File: src/rtl/pulse_to_level_pkg.sv
// Shared types and constants for the pulse-to-level stretcher.
package pulse_to_level_pkg;

  typedef enum logic [1:0] {
    ST_IDLE   = 2'd0,
    ST_ACTIVE = 2'd1,
    ST_GUARD  = 2'd2
  } state_e;

  localparam logic [1:0] MODE_ONESHOT = 2'd0;
  localparam logic [1:0] MODE_RETRIG  = 2'd1;
  localparam logic [1:0] MODE_TOGGLE  = 2'd2;

  // Guard counter width; a zero-length guard still gets a 1-bit counter.
  function automatic int unsigned guard_w(input int unsigned ticks);
    if (ticks == 0) return 1;
    return $clog2(ticks + 1);
  endfunction

endpackage

File: src/rtl/hold_counter.sv
// Loadable down-counter with a decrement enable; never wraps below zero.
module hold_counter #(
  parameter int unsigned W = 8
) (
  input  logic         clk_i,
  input  logic         rst_ni,
  input  logic         clr_i,
  input  logic         load_i,
  input  logic [W-1:0] load_val_i,
  input  logic         dec_i,
  output logic [W-1:0] count_o,
  output logic         is_one_o
);

  logic [W-1:0] count_q, count_d;

  always_comb begin
    count_d = count_q;
    if (clr_i) begin
      count_d = '0;
    end else if (load_i) begin
      count_d = load_val_i;
    end else if (dec_i && (count_q != '0)) begin
      count_d = count_q - W'(1);
    end
  end

  always_ff @(posedge clk_i or negedge rst_ni) begin
    if (!rst_ni) begin
      count_q <= '0;
    end else begin
      count_q <= count_d;
    end
  end

  assign count_o  = count_q;
  assign is_one_o = (count_q == W'(1));

endmodule

File: src/rtl/pulse_to_level.sv
// Turns single-cycle trigger pulses into a held level: one-shot, retriggerable
// stretch or toggle, with an optional lockout window after the level falls.
module pulse_to_level
  import pulse_to_level_pkg::*;
#(
  parameter int unsigned HOLD_W      = 8,
  parameter int unsigned GUARD_TICKS = 0
) (
  input  logic                              clk_i,
  input  logic                              rst_ni,
  input  logic                              pulse_i,
  input  logic                              tick_i,
  input  logic [1:0]                        mode_i,
  input  logic [HOLD_W-1:0]                 hold_cycles_i,
  input  logic                              clear_i,
  output logic                              level_o,
  output logic                              busy_o,
  output logic [HOLD_W-1:0]                 remaining_o,
  output logic                              dropped_o,
  output state_e                            state_o,
  output logic [guard_w(GUARD_TICKS)-1:0]   guard_cnt_o
);

  localparam int unsigned    GW         = guard_w(GUARD_TICKS);
  localparam logic [GW-1:0]  GUARD_LOAD = GW'(GUARD_TICKS);
  localparam logic           HAS_GUARD  = (GUARD_TICKS > 0);
  localparam state_e         EXIT_ST    = HAS_GUARD ? ST_GUARD : ST_IDLE;

  state_e      state_q, state_d;
  logic [1:0]  mode_q, mode_d;
  logic        dropped_q, dropped_d;
  logic [1:0]  eff_mode;

  logic              hold_load, hold_dec, hold_clr, hold_is_one;
  logic [HOLD_W-1:0] hold_cnt;
  logic              guard_load, guard_dec, guard_clr, guard_is_one;
  logic [GW-1:0]     guard_cnt;

  hold_counter #(.W(HOLD_W)) u_hold (
    .clk_i      (clk_i),
    .rst_ni     (rst_ni),
    .clr_i      (hold_clr),
    .load_i     (hold_load),
    .load_val_i (hold_cycles_i),
    .dec_i      (hold_dec),
    .count_o    (hold_cnt),
    .is_one_o   (hold_is_one)
  );

  hold_counter #(.W(GW)) u_guard (
    .clk_i      (clk_i),
    .rst_ni     (rst_ni),
    .clr_i      (guard_clr),
    .load_i     (guard_load),
    .load_val_i (GUARD_LOAD),
    .dec_i      (guard_dec),
    .count_o    (guard_cnt),
    .is_one_o   (guard_is_one)
  );

  assign eff_mode = (mode_i == 2'd3) ? MODE_ONESHOT : mode_i;

  always_comb begin
    state_d    = state_q;
    mode_d     = mode_q;
    dropped_d  = 1'b0;
    hold_load  = 1'b0;
    hold_dec   = 1'b0;
    hold_clr   = 1'b0;
    guard_load = 1'b0;
    guard_dec  = 1'b0;
    guard_clr  = 1'b0;
    // Clear wins over everything and swallows a coincident pulse silently.
    if (clear_i) begin
      state_d   = ST_IDLE;
      hold_clr  = 1'b1;
      guard_clr = 1'b1;
    end else begin
      case (state_q)
        ST_IDLE: begin
          if (pulse_i) begin
            if (eff_mode == MODE_TOGGLE) begin
              state_d = ST_ACTIVE;
              mode_d  = MODE_TOGGLE;
            end else if (hold_cycles_i == '0) begin
              dropped_d = 1'b1;
            end else begin
              state_d   = ST_ACTIVE;
              mode_d    = eff_mode;
              hold_load = 1'b1;
            end
          end
        end
        ST_ACTIVE: begin
          if (mode_q == MODE_TOGGLE) begin
            if (pulse_i) begin
              state_d    = EXIT_ST;
              guard_load = HAS_GUARD;
            end
          end else if (pulse_i && (mode_q == MODE_RETRIG) && (hold_cycles_i != '0)) begin
            // Reload takes precedence over an expiring tick: no gap in level.
            hold_load = 1'b1;
          end else begin
            dropped_d = pulse_i;
            hold_dec  = tick_i;
            if (tick_i && hold_is_one) begin
              state_d    = EXIT_ST;
              guard_load = HAS_GUARD;
            end
          end
        end
        ST_GUARD: begin
          dropped_d = pulse_i;
          guard_dec = tick_i;
          if (tick_i && guard_is_one) begin
            state_d = ST_IDLE;
          end
        end
        default: begin
          state_d = ST_IDLE;
        end
      endcase
    end
  end

  always_ff @(posedge clk_i or negedge rst_ni) begin
    if (!rst_ni) begin
      state_q   <= ST_IDLE;
      mode_q    <= MODE_ONESHOT;
      dropped_q <= 1'b0;
    end else begin
      state_q   <= state_d;
      mode_q    <= mode_d;
      dropped_q <= dropped_d;
    end
  end

  assign level_o     = (state_q == ST_ACTIVE);
  assign busy_o      = (state_q != ST_IDLE);
  assign remaining_o = ((state_q == ST_ACTIVE) && (mode_q != MODE_TOGGLE)) ? hold_cnt : '0;
  assign dropped_o   = dropped_q;
  assign state_o     = state_q;
  assign guard_cnt_o = guard_cnt;

endmodule

File: config.mk
export PLATFORM = sky130hd
export DESIGN_NAME = pulse_to_level
export DESIGN_NICKNAME = d
export VERILOG_FILES = /design/src/rtl/pulse_to_level_pkg.sv /design/src/rtl/hold_counter.sv /design/src/rtl/pulse_to_level.sv
export SDC_FILE = /design/constraint.sdc
export NUM_CORES = 1
export LEC_CHECK = 0
export CAP_MARGIN = 0
export CELL_PAD_IN_SITES_DETAIL_PLACEMENT = 1
export CELL_PAD_IN_SITES_GLOBAL_PLACEMENT = 2
export CORE_MARGIN = 10
export CORE_UTILIZATION = 29
export DETAILED_ROUTE_END_ITERATION = 16
export GPL_TIMING_DRIVEN = 0
export PLACE_DENSITY_LB_ADDON = 0.15
export SLEW_MARGIN = 10
export SYNTH_ARGS = -nofsm -noshare
export SYNTH_HDL_FRONTEND = slang
export SYNTH_SLANG_ARGS = --single-unit
File: constraint.sdc
create_clock -name clk_i -period 3.4 [get_ports clk_i]
set_input_delay 0.68 -clock clk_i [delete_from_list [all_inputs] [get_ports clk_i]]
set_output_delay 0.68 -clock clk_i [all_outputs]
set_load 0.1 [all_outputs]
power_grid.png
Scale bar: 20 µm. Pins as bars on the die edge. Tap cells in grey.
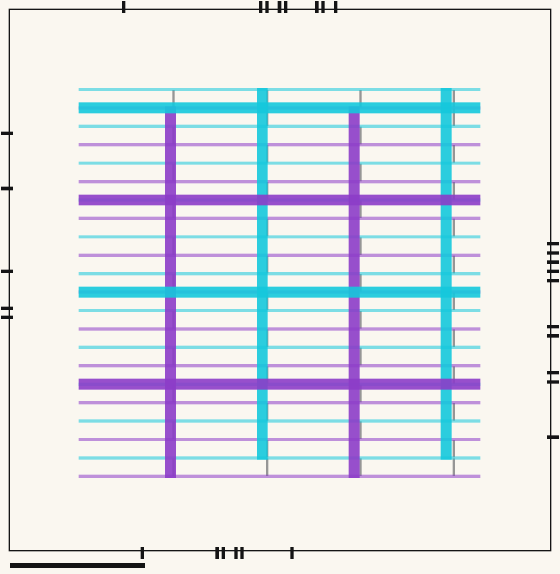
| colour | net |
|---|---|
| purple | VSS |
| cyan | VDD |
met4 straps: 4
signal pins: 29
met1 rails: 22
met5 straps: 4
tap cells: 46
width of the chip: 79.7 µm
area of the core: 3390 µm²
vertical extent of the die: 79.7 µm

placement.png
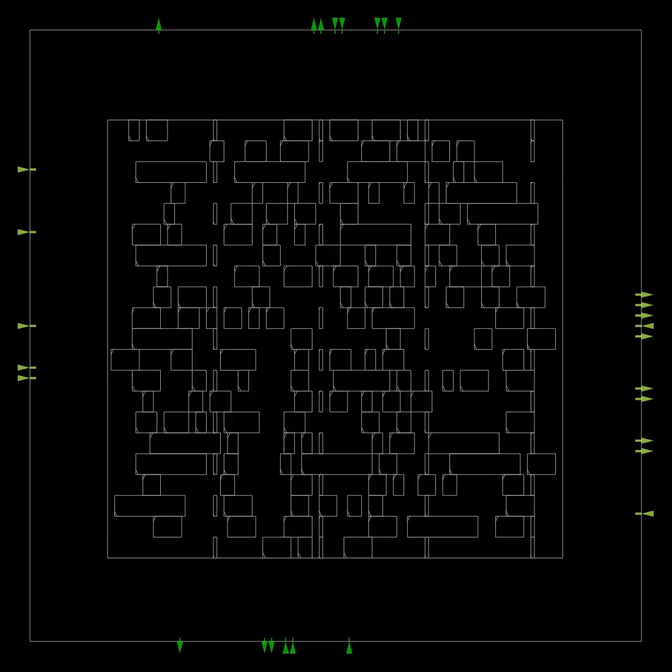
Taps Inserted: 46
flop share of the area: 0.234
Final Core Density: 0.410

==> COMMIT_EDITMSG <==
Update PnR metrics after Yosys + OpenROAD run

- Outcome: completed
- The report lists the power per cell area as around 400 nW/µm².
- R2R Setup Slk: approximately 1.3 ns
* Pin slew with the least headroom to its limit: between 0.9 and 1 ns
* Worst hold path endpoint: u_guard.count_o$_DFFE_PN0P_
- Iteration-0 DRC Markers: 87
- The number of different library cells used by synthesis comes to around 41.
* Comb power: about 0.00027 W
- Critical Path Slowest Stage Cell: clkdlybuf4s50_1
- Per the finish-stage timing summary, setup violations number 0.
- Synth Flop Type: dfrtp_1
* Clock root buffer master: clkbuf_4
- Post-layout net count: around 170
* Critical Path Source Type: flop
* Antenna Violating Nets Remaining: 0
- Number of buffers and inverters on the critical path: 3
* Synthesis-to-finish area growth: 34.2%
- And+or+nand+nor area frac: 0.364
- The register with the most flip-flops in the layout has 8 of them.
- The repair_antennas step left the layout with diodes totalling 0.
- The synthesis run identifies the leading combinational cell family as simple AND/OR/NAND/NOR gates.
- Count of library flops with an enable pin: 0
- The layout summary lists the proportion of cells stronger than drive strength 1 as 0.112.
* Register area share after synthesis: 0.314
* Total die size: 6360 µm²
* Arrival time at the worst endpoint: between 2 and 3 ns
- The number of antenna violations at the first check in global routing is 0.
- Seq group: ~0.00020 W
- Floorplan-stage core utilization: 0.305
- Min-Delay Path Depth: 1
- The global routing stage identified its most utilized layer as met2.
- Layout Skew: between 0.005 and 0.006 ns
* Average wire per standard cell: around 17 µm
- Summing internal, switching and leakage power gives roughly 0.00057 W.
- DR vias/cell: about 5.3
- The main area contributors are dfrtp_1 31%, nor2_1 5.4%, a211oi_1 4.4%.
* Max frequency: ~310 MHz
- Minimum clock period: between 3 and 4 ns
* FF-to-FF Start: u_hold.count_o[0]$_DFFE_PN0P_
* Fill count: 408
- TritonCTS buffer count: 3
- Area taken by multi-input logic gates: ~640 µm²
- Counting the warning lines in the Yosys log gives 0.
- The cell area that synthesis handed to floorplanning was roughly 1000 µm².
* Floorplan net count: 138
* Yosys stat chip area: roughly 1000 µm²
- Clock network power for this build is around 0.00010 W.
* Required time reported for the critical path endpoint: approximately 2.7 ns
-- stage by stage --
| stage | setup slack, ns | utilization | hold WS [ns] | setup TNS [ns] |
|---|---|---|---|---|
| 4_1_cts | 0.187 | 0.410 | 0.518 | 0 |
| 3_3_place_gp | 0.536 | 0.402 | 0.488 | 0 |
| 2_1_floorplan | -0.603 | - | 0.384 | -1.21 |
| 5_1_grt | 0.0530 | 0.410 | 0.539 | 0 |
| 6_report | 0.214 | 0.410 | 0.508 | 0 |
| 3_5_place_dp | 0.501 | 0.402 | 0.492 | 0 |
-- cell type report --
type,count,share of cell area
buffer,8,0.0351
clock buffer,4,0.0189
inverter,6,0.0162
multi-input combinational,94,0.459
sequential,13,0.234
tap,46,0.0414
timing repair buffer,27,0.195
Power and IR drop assume default switching activity.
